**Metal 2**

Bar = 20 µm.
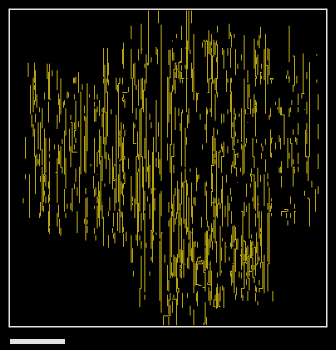
**Sequential cells grouped by signal name**

Bar = 20 µm. Other sequential cells in the stronger gray, the rest of the logic in the fainter gray.
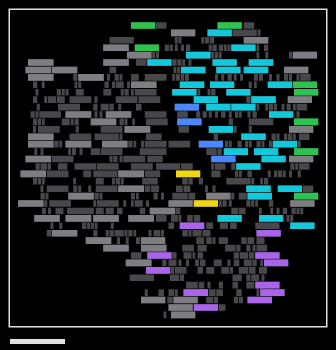
**Signal wires on met3**

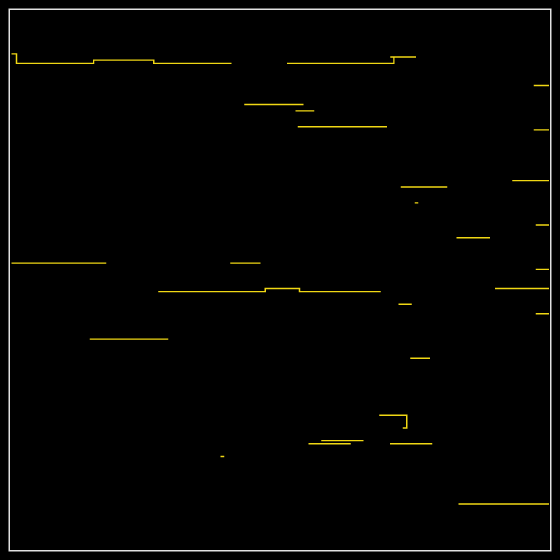
**Track usage over the die**

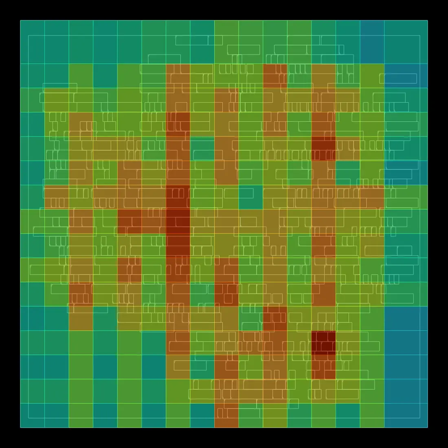
$ cat config.mk
export PLATFORM = sky130hd
export DESIGN_NAME = eth_rx_fcs
export DESIGN_NICKNAME = d
export VERILOG_FILES = /design/src/rtl/eth_pkg.sv /design/src/rtl/crc32.sv /design/src/rtl/eth_rx_fcs.sv
export SDC_FILE = /design/constraint.sdc
export NUM_CORES = 1
export LEC_CHECK = 0
export CAP_MARGIN = 10
export CORE_MARGIN = 2
export CORE_UTILIZATION = 43
export DETAILED_ROUTE_END_ITERATION = 10
export DONT_BUFFER_PORTS = 1
export SLEW_MARGIN = 15
export SYNTH_ARGS = -nofsm -noshare
export SYNTH_HDL_FRONTEND = slang
export SYNTH_HIERARCHICAL = 1
export SYNTH_SLANG_ARGS = --single-unit
$ cat constraint.sdc
create_clock -name clk -period 5.1 [get_ports clk]
set_clock_uncertainty 0.15 [all_clocks]
set_input_delay 1.02 -clock clk [delete_from_list [all_inputs] [get_ports clk]]
set_output_delay 1.02 -clock clk [all_outputs]
set_load 0.03 [all_outputs]
$ cat src/rtl/eth_pkg.sv
// Shared definitions for the Ethernet receive / FCS checking path:
// FSM state encoding, MII nibble codes and CRC-32 constants.
package eth_pkg;

    typedef enum logic [1:0] {
        IDLE     = 2'd0,
        PREAMBLE = 2'd1,
        DATA     = 2'd2,
        DROP     = 2'd3
    } state_t;

    localparam logic [3:0]  PREAMBLE_NIB = 4'h5;
    localparam logic [3:0]  SFD_NIB      = 4'hD;
    localparam logic [31:0] CRC_INIT     = 32'hFFFFFFFF;
    localparam logic [31:0] CRC_RESIDUE  = 32'hDEBB20E3;
    localparam logic [31:0] CRC_POLY     = 32'hEDB88320;

endpackage

$ cat src/rtl/crc32.sv
// Combinational reflected CRC-32 update over WIDTH data bits, LSB first.
// Ports: crc_in (current register), data (new bits), crc_out (next value).
module crc32
    import eth_pkg::*;
#(
    parameter int WIDTH = 4
) (
    input  logic [31:0]      crc_in,
    input  logic [WIDTH-1:0] data,
    output logic [31:0]      crc_out
);

    always_comb begin
        crc_out = crc_in;
        for (int i = 0; i < WIDTH; i++) begin
            if (crc_out[0] ^ data[i]) begin
                crc_out = (crc_out >> 1) ^ CRC_POLY;
            end else begin
                crc_out = crc_out >> 1;
            end
        end
    end

endmodule

$ cat src/rtl/eth_rx_fcs.sv
// MII receive path: preamble/SFD detection, nibble-to-byte packing, FCS
// check and strip. Payload leaves on m_data/m_valid/m_last/m_err, with
// one-cycle frame_ok/frame_bad status at end of frame.
// Inputs: clk, rst_n (async, active low), mii_rxd[3:0], mii_rx_dv, mii_rx_er.
// Outputs: m_data[7:0], m_valid, m_last, m_err, frame_ok, frame_bad.
// Build option: define ETH_RX_MINLEN_CHECK_EN to reject frames < MIN_LEN.
module eth_rx_fcs
    import eth_pkg::*;
#(
    parameter int MAX_LEN = 1518,
    parameter int MIN_LEN = 64
) (
    input  logic       clk,
    input  logic       rst_n,
    input  logic [3:0] mii_rxd,
    input  logic       mii_rx_dv,
    input  logic       mii_rx_er,
    output logic [7:0] m_data,
    output logic       m_valid,
    output logic       m_last,
    output logic       m_err,
    output logic       frame_ok,
    output logic       frame_bad
);

`ifdef ETH_RX_MINLEN_CHECK_EN
    localparam bit MINLEN_EN = 1'b1;
`else
    localparam bit MINLEN_EN = 1'b0;
`endif

    localparam logic [10:0] MAX_L    = 11'(MAX_LEN);
    localparam logic [10:0] MIN_L    = 11'(MIN_LEN);
    // Four FCS bytes sit in the delay line, so the hold register only
    // carries payload once five bytes have arrived.
    localparam logic [10:0] HOLD_MIN = 11'd5;

    state_t      state;
    logic [31:0] crc;
    logic [31:0] crc_next;
    logic [10:0] count;
    logic        nib_odd;
    logic [3:0]  nib_lo;
    logic [31:0] dline;
    logic [7:0]  hold;
    logic        rx_err;
    logic        line_idle;
    logic        short_frame;
    logic        bad;

    crc32 #(
        .WIDTH(4)
    ) u_crc (
        .crc_in (crc),
        .data   (mii_rxd),
        .crc_out(crc_next)
    );

    assign short_frame = MINLEN_EN && (count < MIN_L);

    assign bad = (crc != CRC_RESIDUE) || rx_err || nib_odd
              || short_frame || (count < HOLD_MIN);

    always_ff @(posedge clk or negedge rst_n) begin
        if (!rst_n) begin
            state     <= IDLE;
            crc       <= CRC_INIT;
            count     <= '0;
            nib_odd   <= 1'b0;
            nib_lo    <= '0;
            dline     <= '0;
            hold      <= '0;
            rx_err    <= 1'b0;
            line_idle <= 1'b0;
            m_data    <= '0;
            m_valid   <= 1'b0;
            m_last    <= 1'b0;
            m_err     <= 1'b0;
            frame_ok  <= 1'b0;
            frame_bad <= 1'b0;
        end else begin
            m_valid   <= 1'b0;
            m_last    <= 1'b0;
            m_err     <= 1'b0;
            frame_ok  <= 1'b0;
            frame_bad <= 1'b0;
            // A start is only honoured after the line was seen idle, so a
            // frame cut by reset is not picked up in its middle.
            line_idle <= !mii_rx_dv;
            unique case (state)
                IDLE: begin
                    if (mii_rx_dv) begin
                        if (line_idle && mii_rxd == PREAMBLE_NIB) begin
                            state <= PREAMBLE;
                        end else begin
                            state <= DROP;
                        end
                    end
                end
                PREAMBLE: begin
                    if (!mii_rx_dv) begin
                        state <= IDLE;
                    end else if (mii_rxd == SFD_NIB) begin
                        state   <= DATA;
                        crc     <= CRC_INIT;
                        count   <= '0;
                        nib_odd <= 1'b0;
                        rx_err  <= 1'b0;
                        dline   <= '0;
                        hold    <= '0;
                    end else if (mii_rxd != PREAMBLE_NIB) begin
                        state <= DROP;
                    end
                end
                DATA: begin
                    if (!mii_rx_dv) begin
                        state     <= IDLE;
                        frame_ok  <= !bad;
                        frame_bad <= bad;
                        if (count >= HOLD_MIN) begin
                            m_valid <= 1'b1;
                            m_data  <= hold;
                            m_last  <= 1'b1;
                            m_err   <= bad;
                        end
                    end else begin
                        crc     <= crc_next;
                        nib_odd <= !nib_odd;
                        if (mii_rx_er) begin
                            rx_err <= 1'b1;
                        end
                        if (!nib_odd) begin
                            nib_lo <= mii_rxd;
                        end else if (count == MAX_L) begin
                            // Oversize: close the frame on the held byte.
                            state     <= DROP;
                            m_valid   <= 1'b1;
                            m_data    <= hold;
                            m_last    <= 1'b1;
                            m_err     <= 1'b1;
                            frame_bad <= 1'b1;
                        end else begin
                            dline <= {dline[23:0], mii_rxd, nib_lo};
                            hold  <= dline[31:24];
                            if (count >= HOLD_MIN) begin
                                m_valid <= 1'b1;
                                m_data  <= hold;
                            end
                            if (count != 11'h7FF) begin
                                count <= count + 11'd1;
                            end
                        end
                    end
                end
                DROP: begin
                    if (!mii_rx_dv) begin
                        state <= IDLE;
                    end
                end
            endcase
        end
    end

endmodule

==> impl_metrics.ini <==
; implementation run metrics
[status]
status = completed

[placed_design]
hpwlAfterDp_mm = 6.43
gp_congestion = 0.846
numPortBuffers = 0

[sta]
fin_crit_ns = 2.50
setup_viol = 0
finalHoldViolCount = 0
rsz0062_at_grt = no
period_used_share = 0.489
setup_tns_ns = 0
fmax_mhz = 401
worst_pin_slew_ns = 1.11
relSlewSlack = 0.257
maxSlewViolCount = 0

[cells_and_area]
nClkBuffers = 10
largest_cell_class = registers
logic_area_um2 = 2520
num_antenna_cells = 0
bufAreaShareNonClock = 0.00653
final_nets = 510
drive_gt1_frac = 0.161
seq_area_frac = 0.464
fillers = 1125
area_growth_pct = 6.87
signal_buffers = 5
ff_latch_area_um2 = 2670
comb_cells = 372
seq_cells = 105
layout_top_cells = nand2_1, dfrtp_1, nor2_1
clock_area_frac = 0.0497
inv_count = 6
lay_top_count = nand2_1
comb-cell-share = 0.439

[routing]
post-route-drc-count = 0
drt-vias-per-instance = 5.16
drt-initial-drc-count = 236
wire_per_inst_um = 15.1
drtPass1Iterations = 4
ant_nets = 0

[synthesis]
synthAoiAreaFrac = 0.0661
synthTopCellsByArea = dfrtp_1, dfstp_2, xnor3_1
edf_count = 0
syn_inst = 519
top_area_cell = dfrtp_1
yosysTopAreaCellShare = 0.340
synth_area_per_cell_um2 = 10.4
syn_nets = 530
synth_seq_share = 0.496
yosys_warnings = 6
ys_cells = 519
netlist_area_um2 = 5380
ys_ff = 105
ys_sh_xor = 0.150
muxShareOfSynthArea = 0.0270
ys_sh_simple = 0.216
synthTopCellsByCount = nand2_1, dfrtp_1, nor2_1
flop_cell = dfrtp_1
top_cell = nand2_1
async_reset_ff_frac = 1.00
synth.logic.top_family = simple AND/OR/NAND/NOR gates
synthDistinctLibCells = 55
yosys_area_um2 = 5380
adder_share = 0.00698

[flow_run]
cap_violations = 0
warnings = 30

[floorplanning]
die_y_um = 116
die_w_um = 116
io_pins = 21
fp_util = 0.444
taps = 168
die-area_um2 = 13400
core_area_um2 = 12100
rows = 40

[critical_path]
reg2reg_slack_ns = 2.66
crit_type = in -> reg
start_kind = input pin
crit_path_max_fanout = 36
end_kind = flip-flop
critPathRequiredTime_ns = 5.22
cp.arrival_ns = 2.62

[cts]
clk_latency_ns = 0.36
clk_path_buf_depth = 2
cts_resized = 0
post-cts-setup-buffer-count = 0
clkTransAtPathRegs_ns = 0.08
cts_buffers = 9
clock-sinks = 105
cts_hold_buf = 0
cts_tree = done
htreeDepth = 3
clockRootBuffer = clkbuf_16

[pwr]
p_int_mw = 1.72
p_clk_uw = 670
power_mw = 2.42
power_density_nw_per_um2 = 421
share_comb_of_total_power = 0.253
peakVddDrop_mv = 0.192
seqPwrFrac = 0.470
p_comb_uw = 612
p_leak_nw = 2.77
p_sw_frac = 0.288
power.switching_uw = 698
clock_power_share = 0.277
top_power_group = registers
powerSeq_mw = 1.14

[global_route]
grt_pass1_wl_mm = 17.0
grt_pass1_vias = 3260
antenna_found_initial = 0
track_usage = 0.163
grt_overflow_total = 0
grt_start_max_net_pins = 106

[hold_path]
hold_class = in -> async
## Picture notes: 'metal 2'
share of all routed wire	47%
longest straight run	57.1 µm
main direction	vertical

## Picture notes: 'sequential cells grouped by signal name'
color	signal	sequential cells
blue	nib_lo	4
cyan	dline	32
yellow	state	2
green	m_data	8
purple	count	11

## Picture notes: 'signal wires on met3'
main direction	horizontal
nets with wire on the layer	19
share of all routed wire	3.1%
longest straight run	22.8 µm
wire length on this layer	316 µm
met3 usage: 0.0397
WL final: 10.1 mm
vias: 3466

## Picture notes: 'track usage over the die'
grt peak-use layer: met2
GR Layer Usage met1: 0.230

-- per-stage QoR --
step | setup slack, ns | utilization | instance area (µm²) | cells | hold slack [ns]
finish | 2.60 | 0.474 | 5750 | 672 | 0.204
global route | 2.42 | 0.474 | 5750 | 672 | 0.181
CTS | 2.58 | 0.474 | 5750 | 672 | 0.190
detailed placement | 2.22 | 0.451 | 5460 | 656 | 0.302
global placement | 2.26 | 0.451 | 5460 | 656 | 0.295
floorplan | 2.53 | - | 5380 | 519 | 0.285
-- worst max-delay path, cell delays in order --
cell and delay [ns]:
and4bb_2 0.24, and3_1 0.23, o21ai_4 0.53, buf_4 0.41
nand2_1 0.10, o21ai_0 0.09
-- routing by layer --
metal | vias up | track usage | part of all wire
met5 | - | 0 | 0
met4 | 0 | 0.0603 | 0.014
met3 | 8 | 0.0397 | 0.031
met2 | 46 | 0.248 | 0.46
met1 | 1696 | 0.230 | 0.49
li1 | 1716 | - | -
-- sequential cells by signal (all words and copies together) (netlist names) --
register   flops
count         11
crc           32
dline         32
frame_bad      1
frame_ok       1
hold           8
line_idle      1
m_data         8
m_err          1
m_last         1
m_valid        1
nib_lo         4
nib_odd        1
rx_err         1
state          2
-- kinds of logic (layout without fill, tap and decap cells) --
group,after synthesis,after routing
adders and majority gates,3,3
and+or+nand+nor,250,250
xor gates and xnor gates,45,45
muxes,13,13
buffers and inverters,42,27
AOI/OAI and AO/OA,61,61
DFF,105,105
-- path summary, 6_finish.rpt --
kind	end	from	cells past startpoint
worst min-delay path	dline[2]	rst_n	0
worst max-delay path	crc[28]	mii_rxd[2]	6
min in group clk	hold[0]	hold[0]	2
worst max register to register	m_data[7]	count[5]	5
max in group asynchronous	crc[27]	rst_n	0
worst min register to register	hold[0]	hold[0]	2
